### config.mk
export PLATFORM = sky130hd
export DESIGN_NAME = ahb2apb_bridge
export DESIGN_NICKNAME = d
export VERILOG_FILES = /design/src/rtl/amba_pkg.sv /design/src/rtl/apb_strb_gen.sv /design/src/rtl/ahb2apb_bridge.sv
export SDC_FILE = /design/constraint.sdc
export NUM_CORES = 1
export LEC_CHECK = 0
export CAP_MARGIN = 5
export CORE_AREA = 2 2 106 108
export CTS_CLUSTER_DIAMETER = 150
export DETAILED_ROUTE_END_ITERATION = 10
export DIE_AREA = 0 0 108 110
export GPL_TIMING_DRIVEN = 1
export HOLD_SLACK_MARGIN = 0.15
export PLACE_DENSITY = 0.77
export SLEW_MARGIN = 20
export SYNTH_ARGS = -nofsm -noshare
export SYNTH_HDL_FRONTEND = slang
export SYNTH_HIERARCHICAL = 1
export SYNTH_SLANG_ARGS = --single-unit
### constraint.sdc
create_clock -name hclk -period 2.2 [get_ports hclk]
set_input_delay 0.22 -clock hclk [delete_from_list [all_inputs] [get_ports hclk]]
set_output_delay 0.22 -clock hclk [all_outputs]
set_load 0.02 [all_outputs]
### src/rtl/amba_pkg.sv
// Shared AMBA AHB-Lite / APB4 types and constants for the peripheral bus bridges.
package amba_pkg;

    typedef enum logic [1:0] {
        HTRANS_IDLE   = 2'd0,
        HTRANS_BUSY   = 2'd1,
        HTRANS_NONSEQ = 2'd2,
        HTRANS_SEQ    = 2'd3
    } htrans_t;

    localparam logic [2:0] HSIZE_BYTE = 3'd0;
    localparam logic [2:0] HSIZE_HALF = 3'd1;
    localparam logic [2:0] HSIZE_WORD = 3'd2;

    typedef enum logic [2:0] {
        BR_IDLE   = 3'd0,
        BR_LATCH  = 3'd1,
        BR_SETUP  = 3'd2,
        BR_ACCESS = 3'd3,
        BR_ERR1   = 3'd4,
        BR_ERR2   = 3'd5
    } br_state_t;

    localparam logic HRESP_OKAY  = 1'b0;
    localparam logic HRESP_ERROR = 1'b1;

    // AHB hprot[1:0] (privileged, data/opcode) to APB pprot {instr, nonsecure, privileged}
    function automatic logic [2:0] ahb_to_pprot(input logic [1:0] hprot_lo);
        return {~hprot_lo[0], 1'b0, hprot_lo[1]};
    endfunction

endpackage

### src/rtl/apb_strb_gen.sv
// Byte-strobe generator: AHB size and low address bits to APB pstrb (zero for reads).
module apb_strb_gen
    import amba_pkg::*;
#(
    parameter int unsigned STRBW = 4
) (
    input  logic [2:0]       hsize,
    input  logic [1:0]       addr_lo,
    input  logic             write,
    output logic [STRBW-1:0] strb_c
);

    // Sizes above word are handled as a full word
    always_comb begin
        strb_c = '0;
        if (write) begin
            case (hsize)
                HSIZE_BYTE: strb_c = STRBW'(1) << addr_lo;
                HSIZE_HALF: strb_c = STRBW'(3) << {addr_lo[1], 1'b0};
                default:    strb_c = '1;
            endcase
        end
    end

endmodule

### src/rtl/ahb2apb_bridge.sv
// AHB-Lite slave to APB4 master bridge: one transfer at a time, SETUP/ACCESS per transfer.
module ahb2apb_bridge
    import amba_pkg::*;
#(
    parameter int unsigned ADDR_WIDTH = 16,
    parameter int unsigned DATA_WIDTH = 32,
    parameter int unsigned NSLV       = 3
) (
    input  logic                       hclk,
    input  logic                       hresetn,
    input  logic                       hsel,
    input  logic [31:0]                haddr,
    input  logic [1:0]                 htrans,
    input  logic                       hwrite,
    input  logic [2:0]                 hsize,
    input  logic [3:0]                 hprot,
    input  logic [DATA_WIDTH-1:0]      hwdata,
    input  logic                       hready,
    output logic                       hreadyout,
    output logic                       hresp,
    output logic [DATA_WIDTH-1:0]      hrdata,
    output logic [ADDR_WIDTH-1:0]      paddr,
    output logic [NSLV-1:0]            psel,
    output logic                       penable,
    output logic                       pwrite,
    output logic [DATA_WIDTH-1:0]      pwdata,
    output logic [DATA_WIDTH/8-1:0]    pstrb,
    output logic [2:0]                 pprot,
    input  logic [NSLV*DATA_WIDTH-1:0] prdata,
    input  logic [NSLV-1:0]            pready,
    input  logic [NSLV-1:0]            pslverr
);

    localparam int unsigned IDXW  = (NSLV > 1) ? $clog2(NSLV) : 1;
    localparam int unsigned STRBW = DATA_WIDTH / 8;
    localparam logic [IDXW:0] NSLV_W = (IDXW + 1)'(NSLV);

    br_state_t             state_q;
    br_state_t             state_d;
    logic [IDXW-1:0]       idx_q;
    logic [IDXW-1:0]       idx_in;
    logic                  accept_c;
    logic                  unmapped_c;
    logic                  load_addr;
    logic                  load_wdata;
    logic                  psel_en;
    logic                  pready_sel;
    logic                  pslverr_sel;
    logic [DATA_WIDTH-1:0] prdata_sel;
    logic [STRBW-1:0]      strb_c;
    logic                  unused_bits;

    assign accept_c   = hsel && hready && htrans[1];
    assign idx_in     = haddr[ADDR_WIDTH +: IDXW];
    assign unmapped_c = ({1'b0, idx_in} >= NSLV_W);

    // Address bits above the slave index and the cacheable/bufferable hprot bits are don't-care
    assign unused_bits = ^{haddr[31:ADDR_WIDTH+IDXW], hprot[3:2], htrans[0]};

    apb_strb_gen #(
        .STRBW   (STRBW)
    ) u_strb (
        .hsize   (hsize),
        .addr_lo (haddr[1:0]),
        .write   (hwrite),
        .strb_c  (strb_c)
    );

    // Pick ready/error/read data of the currently addressed slave
    always_comb begin
        pready_sel  = 1'b0;
        pslverr_sel = 1'b0;
        prdata_sel  = '0;
        for (int i = 0; i < NSLV; i++) begin
            if (idx_q == IDXW'(i)) begin
                pready_sel  = pready[i];
                pslverr_sel = pslverr[i];
                prdata_sel  = prdata[i*DATA_WIDTH +: DATA_WIDTH];
            end
        end
    end

    // State register; async reset abandons any APB transfer in flight
    always_ff @(posedge hclk or negedge hresetn) begin
        if (!hresetn) begin
            state_q <= BR_IDLE;
        end else begin
            state_q <= state_d;
        end
    end

    // Next state and AHB/APB control outputs
    always_comb begin
        state_d    = state_q;
        hreadyout  = 1'b1;
        hresp      = HRESP_OKAY;
        hrdata     = '0;
        penable    = 1'b0;
        psel_en    = 1'b0;
        load_addr  = 1'b0;
        load_wdata = 1'b0;
        case (state_q)
            BR_IDLE: begin
                if (accept_c) begin
                    load_addr = 1'b1;
                    state_d   = unmapped_c ? BR_ERR1 : BR_LATCH;
                end
            end
            BR_LATCH: begin
                hreadyout  = 1'b0;
                load_wdata = 1'b1;
                state_d    = BR_SETUP;
            end
            BR_SETUP: begin
                hreadyout = 1'b0;
                psel_en   = 1'b1;
                state_d   = BR_ACCESS;
            end
            BR_ACCESS: begin
                hreadyout = 1'b0;
                psel_en   = 1'b1;
                penable   = 1'b1;
                if (pready_sel) begin
                    if (pslverr_sel) begin
                        state_d = BR_ERR1;
                    end else begin
                        hreadyout = 1'b1;
                        hrdata    = prdata_sel;
                        if (accept_c) begin
                            load_addr = 1'b1;
                            state_d   = unmapped_c ? BR_ERR1 : BR_LATCH;
                        end else begin
                            state_d = BR_IDLE;
                        end
                    end
                end
            end
            BR_ERR1: begin
                hresp     = HRESP_ERROR;
                hreadyout = 1'b0;
                state_d   = BR_ERR2;
            end
            BR_ERR2: begin
                hresp   = HRESP_ERROR;
                state_d = BR_IDLE;
            end
            default: begin
                state_d = BR_IDLE;
            end
        endcase
    end

    // One-hot select of the latched slave during SETUP and ACCESS only
    always_comb begin
        psel = '0;
        if (psel_en) begin
            for (int i = 0; i < NSLV; i++) begin
                psel[i] = (idx_q == IDXW'(i));
            end
        end
    end

    // Address-phase fields captured at accept, held through SETUP/ACCESS
    always_ff @(posedge hclk or negedge hresetn) begin
        if (!hresetn) begin
            paddr  <= '0;
            idx_q  <= '0;
            pwrite <= 1'b0;
            pstrb  <= '0;
            pprot  <= '0;
        end else if (load_addr) begin
            paddr  <= haddr[ADDR_WIDTH-1:0];
            idx_q  <= idx_in;
            pwrite <= hwrite;
            pstrb  <= strb_c;
            pprot  <= ahb_to_pprot(hprot[1:0]);
        end
    end

    // Write data arrives in the AHB data phase, i.e. the LATCH cycle
    always_ff @(posedge hclk or negedge hresetn) begin
        if (!hresetn) begin
            pwdata <= '0;
        end else if (load_wdata) begin
            pwdata <= hwdata;
        end
    end

endmodule

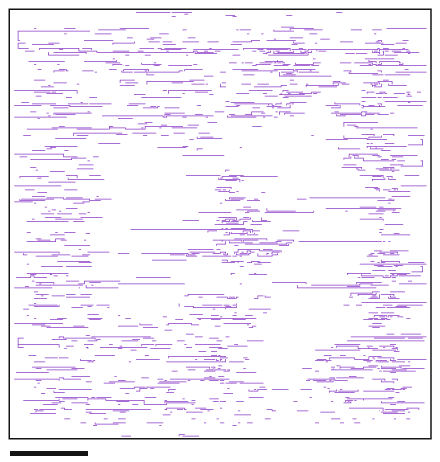
run_1/layer_met1.png
The bar under the picture is 20 um long.
longest straight run: 31.3 um
wire length on this layer: 3970 um
main direction: horizontal
share of all routed wire: 34%
DR vias: 3430
WL final: 11600 um

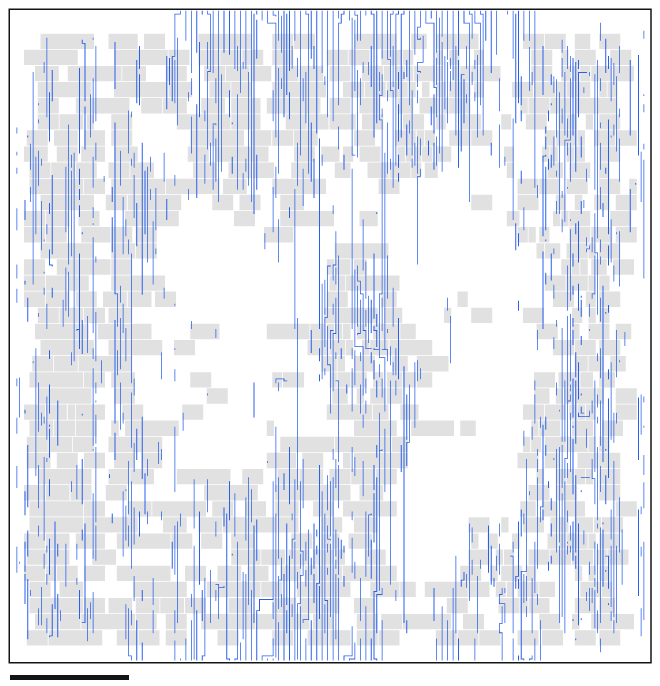
run_1/layer_met2.png
The bar under the picture is 20 um long.
longest straight run: 43.2 um
share of all routed wire: 50%
wire length on this layer: 5850 um
main direction: vertical
GR Util met2: 0.338

==> ci_impl_report.md, run 1 <==
## PnR job results

| Metric | Value |
|---|---|
| Top Registers | pwdata: 32 flops, paddr: 16 flops, pstrb: 4 flops |
| Worst reg2reg startpoint | idx_q[0]$_DFFE_PN0P_ |
| Synth cell types | 36 |
| Leakage | 2.62 nW |
| Post-synth EDFFs | 0 |
| Final worst slack | 78.6 ps |
| Floorplan utilization | 0.308 |
| Status | finished, final reports clean |
| Final count of negative-setup-slack endpoints | 0 |
| Fin. max-slew vios | 0 |
| Grt ovf | 0 |
| Hold Path Class | input port to async pin |
| Worst-path clk slew | 60 ps |
| Max_cap viols | 0 |
| Wire length of the first global-routing pass | 17400 um |
| Layout cells sized above 1 | 0.225 |
| Largest net degree at the start of global routing | 38 |
| Synth cell count leaders | 71 x nor2_1, 60 x dfrtp_1, 56 x mux2_2 |
| Total power | 7.58 mW |
| Die Ht | 110 um |
| Pwr/cell area | 1230 mW/mm^2 |
| Die Area | 0.0119 sq mm |
| Largest logic family | multiplexers |
| Relative slew slack | 0.617 |
| Synth Warn # | 6 |
| Total GRT Usage | 0.191 |
| Synth Seq Share | 0.455 |
| Die X | 108 um |
| Worst reg-to-reg path cell count | 6 |
| Post-synth ARST share | 1.00 |
| Final nets | 759 |
| 1st-pass router iterations | 4 |
| Worst EP arrival | 1900 ps |
| Vias per inst | 4.75 |
| HPWL Detailed | 9180 um |
| F_max | 471 MHz |
| Final ANT Viol Nets | 0 |
| CTS Buf Count | 9 |
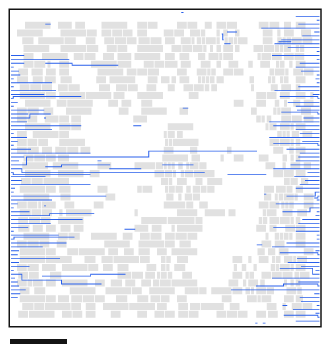
run_1/layer_met3.png
The bar under the picture is 20 um long.
share of all routed wire: 13%
wire length on this layer: 1560 um
grt met3 use: 0.0947

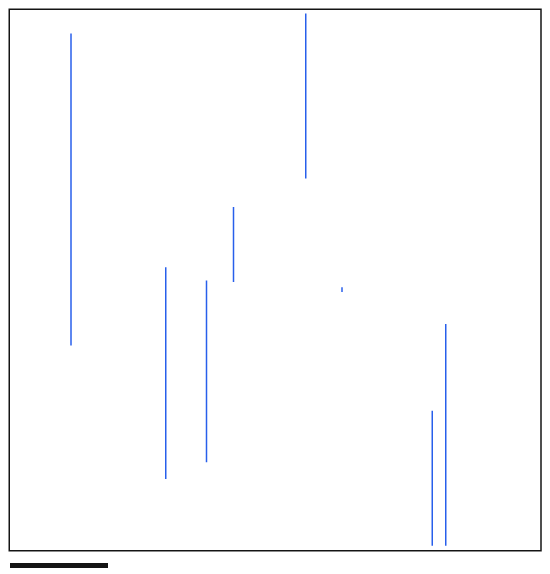
run_1/layer_met4.png
The bar under the picture is 20 um long.
main direction: vertical
longest straight run: 63.2 um

run 1: worst max-delay path: cells and delay by family (launching register included):
family,cells,cell delay [ps]
and+or+nand+nor,2,240
buffers and inverters,3,530
AOI/OAI and AO/OA,1,140
DFF,1,440
muxes,1,190
run 1: final cells by class:
| class | instances | area, sq um |
|---|---|---|
| repair buffers | 272 | 2620 |
| diodes | 1 | 2.50 |
| fillers | 904 | 4520 |
| flip-flops and latches | 60 | 1500 |
| inverters | 5 | 18.8 |
| well taps | 140 | 175 |
| multi-input cells | 231 | 1700 |
| clock buffers | 13 | 149 |
run 1: stage by stage:
step | TNS [ps] | util
3_5_place_dp | -4820 | 0.570
3_3_place_gp | -4350 | 0.570
5_1_grt | -177 | 0.577
2_1_floorplan | 0 | -
4_1_cts | -2940 | 0.581
6_report | 0 | 0.577
run 1: per-layer routing:
layer	up-vias	part of all wire	GRT usage
li1	1620	-	-
met1	1618	0.34	0.190
met2	170	0.50	0.338
met3	20	0.13	0.0947
met4	2	0.023	0.0815
met5	-	0.00069	0
run 1: report_power, final:
part	switching [mW]	internal, mW
Combinational	2.34	2.45
Sequential	0.315	1.67
Clock	0.384	0.421
run 1: how the worst max path moves through the flow:
| stage | from | to | slack [ps] | depth (start not counted) |
|---|---|---|---|---|
| floorplan | state_q[2]$_DFFE_PN0P_ | hrdata[10] | 280 | 6 |
| global placement | pslverr[1] | hrdata[31] | -150 | 7 |
| detailed placement | pslverr[1] | hrdata[26] | -180 | 7 |
| CTS | idx_q[0]$_DFFE_PN0P_ | hrdata[7] | -110 | 7 |
| global route | idx_q[0]$_DFFE_PN0P_ | hrdata[14] | -30 | 7 |
| finish | idx_q[0]$_DFFE_PN0P_ | hrdata[26] | 80 | 7 |
==> run 2, diff against run 1 <==
--- a/config.mk
+++ b/config.mk
@@ -13,6 +13,7 @@
 export GPL_TIMING_DRIVEN = 1
 export HOLD_SLACK_MARGIN = 0.15
 export PLACE_DENSITY = 0.77
+export SKIP_CTS_REPAIR_TIMING = 1
 export SLEW_MARGIN = 20
 export SYNTH_ARGS = -nofsm -noshare
 export SYNTH_HDL_FRONTEND = slang
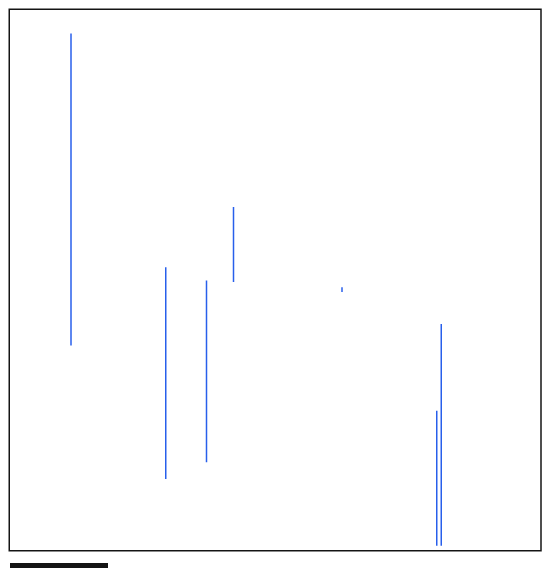
run_2/layer_met4.png
The bar under the picture is 20 um long.
DR vias: 3403
WL final: 11700 um

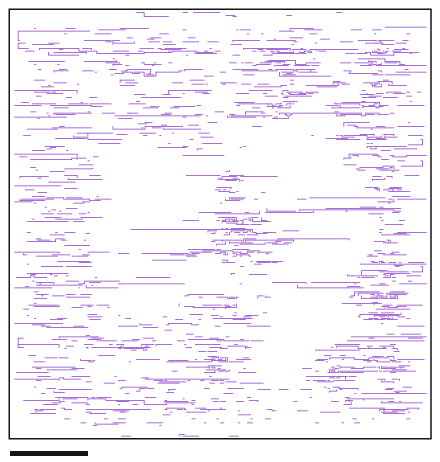
run_2/layer_met1.png
The bar under the picture is 20 um long.
wire length on this layer: 3980 um
share of all routed wire: 34%
M1 GR Usage: 0.190

==> run 2 against run 1 <==
Net effect:
- global-route usage down 0.10 points
- power up 0.88%
- highest routed layer unchanged
- cell count up 0.14%
- routed wire length up 0.77%
- non-clock buffer count up 1
- utilization up 0.37 points
- sequential power about the same
- clock skew about the same
- clock-buffer cell count unchanged
- clock power about the same
==> ci_impl_report.md, run 2 <==
## PnR job results

| Metric | Value |
|---|---|
| Leakage | 2.66 nW |
| Pwr/cell area | 1230 mW/mm^2 |
| Post-synth ARST share | 1.00 |
| CTS Buf Count | 9 |
| Top Registers | pwdata: 32 flops, paddr: 16 flops, pstrb: 4 flops |
| Final count of negative-setup-slack endpoints | 0 |
| Final ANT Viol Nets | 0 |
| 1st-pass router iterations | 4 |
| Relative slew slack | 0.615 |
| Wire length of the first global-routing pass | 17200 um |
| Die Ht | 110 um |
| Seq cells | 60 |
| Vias per inst | 4.71 |
| Synth cell count leaders | 71 x nor2_1, 60 x dfrtp_1, 56 x mux2_2 |
| Layout cells sized above 1 | 0.227 |
| Combinational Area | 0.00172 sq mm |
| Synth Warn # | 6 |
| Status | finished, final reports clean |
| Grt ovf | 0 |
| Largest cell class by area | non-clock buffers |
| Total GRT Usage | 0.190 |
| Synth Seq Share | 0.455 |
| Multi-In Gates | 231 |
| Hold Path Class | input port to async pin |
| Die Area | 0.0119 sq mm |
| Logic share of the area | 0.276 |
| Diode count | 1 |
| Post-synth EDFFs | 0 |
| Max_cap viols | 0 |
| Largest net degree at the start of global routing | 38 |
[run 2: per-stage QoR]
step	utilization	setup WS, ps	setup TNS [ps]
6_report	0.581	92.3	0
3_3_place_gp	0.570	-153	-4350
5_1_grt	0.581	-5.79	-5.79
2_1_floorplan	-	277	0
3_5_place_dp	0.570	-179	-4820
4_1_cts	0.584	-417	-12930
[run 2: worst paths after layout]
kind / slack, ps / endpoint / depth (start not counted) / startpoint
max reg2reg: 120 / paddr[5]$_DFFE_PN0P_ / 6 / idx_q[0]$_DFFE_PN0P_
max: 90 / hrdata[26] / 7 / idx_q[0]$_DFFE_PN0P_
min in group hclk: 430 / pprot[2]$_DFFE_PN0P_ / 2 / hprot[0]
min reg2reg: 500 / pwdata[17]$_DFFE_PN0P_ / 1 / pwdata[17]$_DFFE_PN0P_
max in group asynchronous: 1190 / paddr[5]$_DFFE_PN0P_ / 3 / hresetn
min: 400 / paddr[2]$_DFFE_PN0P_ / 2 / hresetn
[run 2: power breakdown]
part	total [mW]	switching, mW	internal, mW	leakage [nW]
combinational	4.85	2.35	2.50	1.87
sequential	1.99	0.320	1.67	0.718
clock	0.806	0.385	0.421	0.0754
total	7.64	3.06	4.58	2.66
[run 2: kinds of logic after synthesis]
| family | Yosys count |
|---|---|
| mux | 91 |
| flops | 60 |
| xor+xnor | 1 |
| simple gates | 91 |
| buf+inv | 27 |
| other cells | 1 |
| compound gates | 47 |
[run 2: per-layer routing]
layer | track usage | routed length, um
met3 | 0.0941 | 1530
met2 | 0.336 | 5980
met1 | 0.190 | 3980
met4 | 0.0778 | 230
met5 | 0 | 8
[run 2: worst max-delay path: cells and delay by family, from the launching register on]
kind,cells,cell delay (ps)
AND/OR/NAND/NOR,2,210
multiplexers,1,190
buffers and inverters,3,520
AND-OR/OR-AND,1,160
flip-flops,1,460
==> run 3, diff against run 2 <==
--- a/config.mk
+++ b/config.mk
@@ -13,6 +13,7 @@
 export GPL_TIMING_DRIVEN = 1
 export HOLD_SLACK_MARGIN = 0.15
 export PLACE_DENSITY = 0.77
+export REMOVE_ABC_BUFFERS = 1
 export SKIP_CTS_REPAIR_TIMING = 1
 export SLEW_MARGIN = 20
 export SYNTH_ARGS = -nofsm -noshare
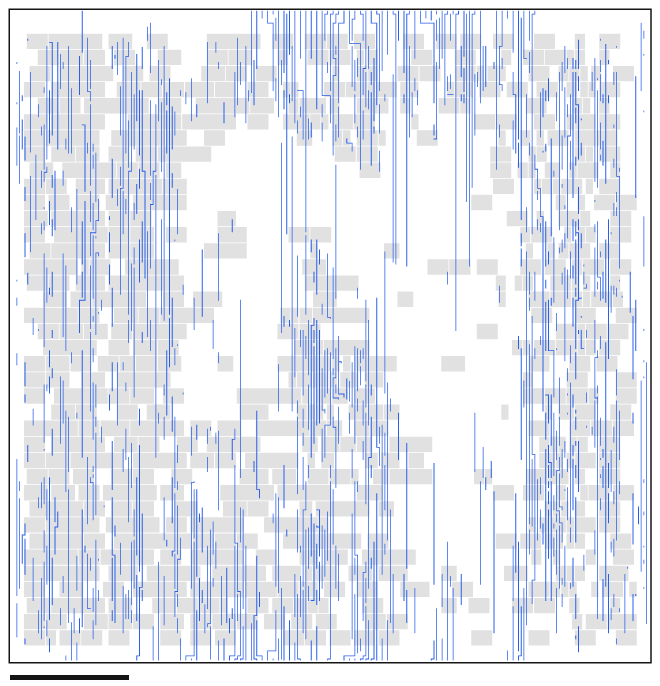
run_3/layer_met2.png
The bar under the picture is 20 um long.
main direction: vertical
wire length on this layer: 6410 um
longest straight run: 62.9 um
share of all routed wire: 51%
nets with wire on the layer: 664
GR Util met2: 0.370
WL final: 12500 um
DR vias: 3443

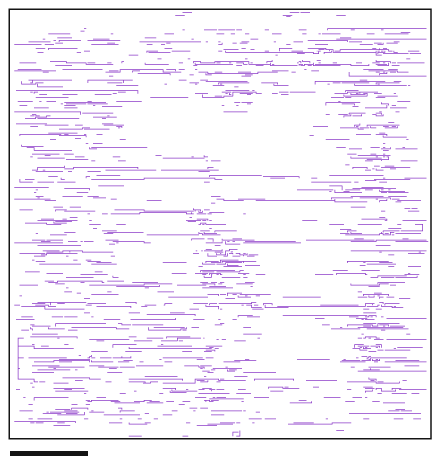
run_3/layer_met1.png
The bar under the picture is 20 um long.
wire length on this layer: 4200 um
longest straight run: 31.3 um
nets with wire on the layer: 621
share of all routed wire: 34%
M1 GR Usage: 0.197

==> run 3 against run 2 <==
Net effect:
- power increased by 4.2%
- sequential share of layout area decreased by 0.12 points
- first-iteration DRC count grew 17%
- setup slack got worse by 42 ps
==> ci_impl_report.md, run 3 <==
## PnR job results

| Metric | Value |
|---|---|
| Max_cap viols | 0 |
| CTS tree | built |
| Total power | 7.96 mW |
| Leakage | 2.68 nW |
| Die X | 108 um |
| Top Registers | pwdata: 32 flops, paddr: 16 flops, pstrb: 4 flops |
| Worst path bufs/invs | 3 |
| 1st-pass router iterations | 4 |
| Met3 wire length | 1630 um |
| Die Ht | 110 um |
| Worst-path clk slew | 70 ps |
| Pwr/cell area | 1280 mW/mm^2 |
| Largest net degree at the start of global routing | 33 |
| Max Used Layer | met4 |
| Status | finished, final reports clean |
| Die Area | 0.0119 sq mm |
| Pre-CTS WS | -179 ps |
| TNS Setup | 0 ps |
| Hold Path Class | input port to flop |
| Largest logic family | multiplexers |
| Synth cell types | 36 |
| Final nets | 766 |
| Req. time, crit path | 2410 ps |
| Top Family by Delay on Critical Path | AND-OR/OR-AND gates |
| Post-synth EDFFs | 0 |
| Placed Cells | 712 |
| Diode count | 0 |
| Layout cells sized above 1 | 0.234 |
| Grt met3 use | 0.0976 |
| Fin. max-slew vios | 0 |
| HPWL Detailed | 10100 um |
| Vias per inst | 4.71 |
| Synth Warn # | 6 |
| Final count of negative-setup-slack endpoints | 0 |
| Final core utilization | 0.584 |
| Wire length of the first global-routing pass | 18300 um |
| Synth Seq Share | 0.455 |
| Total GRT Usage | 0.204 |
| Final ANT Viol Nets | 0 |
| CTS Buf Count | 9 |
| Met2 wire length | 6410 um |
| Layer with the highest usage | met2 |
| Relative slew slack | 0.541 |
| Worst EP arrival | 2360 ps |
| F_max | 465 MHz |
| Cycle use final | 0.977 |
| Synth cell count leaders | 71 x nor2_1, 60 x dfrtp_1, 56 x mux2_2 |
| Floorplan utilization | 0.308 |
## run 3: cell types whose count changed in the layout (fill, tap and decap cells not counted), sizes merged
cell / before / now
buf: 39 / 29
bufinv: 0 / 2
clkbuf: 25 / 38
clkdlybuf4s50: 218 / 219
clkinvlp: 0 / 2
diode: 1 / 0
inv: 5 / 6
## run 3: report_power, final
part | internal (mW) | switching (mW)
Clock | 0.673 | 0.436
Combinational | 2.50 | 2.36
Sequential | 1.66 | 0.329
## run 3: cell type report
| class | count | area, sq um |
|---|---|---|
| repair buffers | 279 | 2640 |
| well taps | 140 | 175 |
| clock inverters | 5 | 83.8 |
| clock buffers | 11 | 141 |
| flip-flops and latches | 60 | 1500 |
| fillers | 902 | 4450 |
| inverters | 5 | 18.8 |
| multi-input cells | 231 | 1690 |
## run 3: worst reg2reg max path, cell delays in order, from the launching register on
cell,delay (ps)
dfrtp_2,460
buf_4,160
mux2i_2,150
buf_4,130
o31a_2,310
o31ai_4,210
buf_12,220
mux2_2,370
## run 3: worst paths after layout
check,startpoint,endpoint,slack (ps),cells past startpoint
min,hprot[0],pprot[2]$_DFFE_PN0P_,440,2
max in group asynchronous,hresetn,idx_q[0]$_DFFE_PN0P_,1100,3
max,idx_q[0]$_DFFE_PN0P_,paddr[2]$_DFFE_PN0P_,50,7
min in group asynchronous,hresetn,paddr[11]$_DFFE_PN0P_,470,2
min reg2reg,paddr[13]$_DFFE_PN0P_,paddr[13]$_DFFE_PN0P_,510,1
max reg2reg,idx_q[0]$_DFFE_PN0P_,paddr[2]$_DFFE_PN0P_,50,7
## run 3: cells by family (layout without fill, tap and decap cells)
logic type,count (synthesis),count (layout)
multiplexers,91,91
XOR/XNOR,1,1
other,1,1
flip-flops,60,60
buffers and inverters,27,300
AND-OR/OR-AND,47,47
AND/OR/NAND/NOR,91,91
Power is estimated from default activity; no workload was simulated.
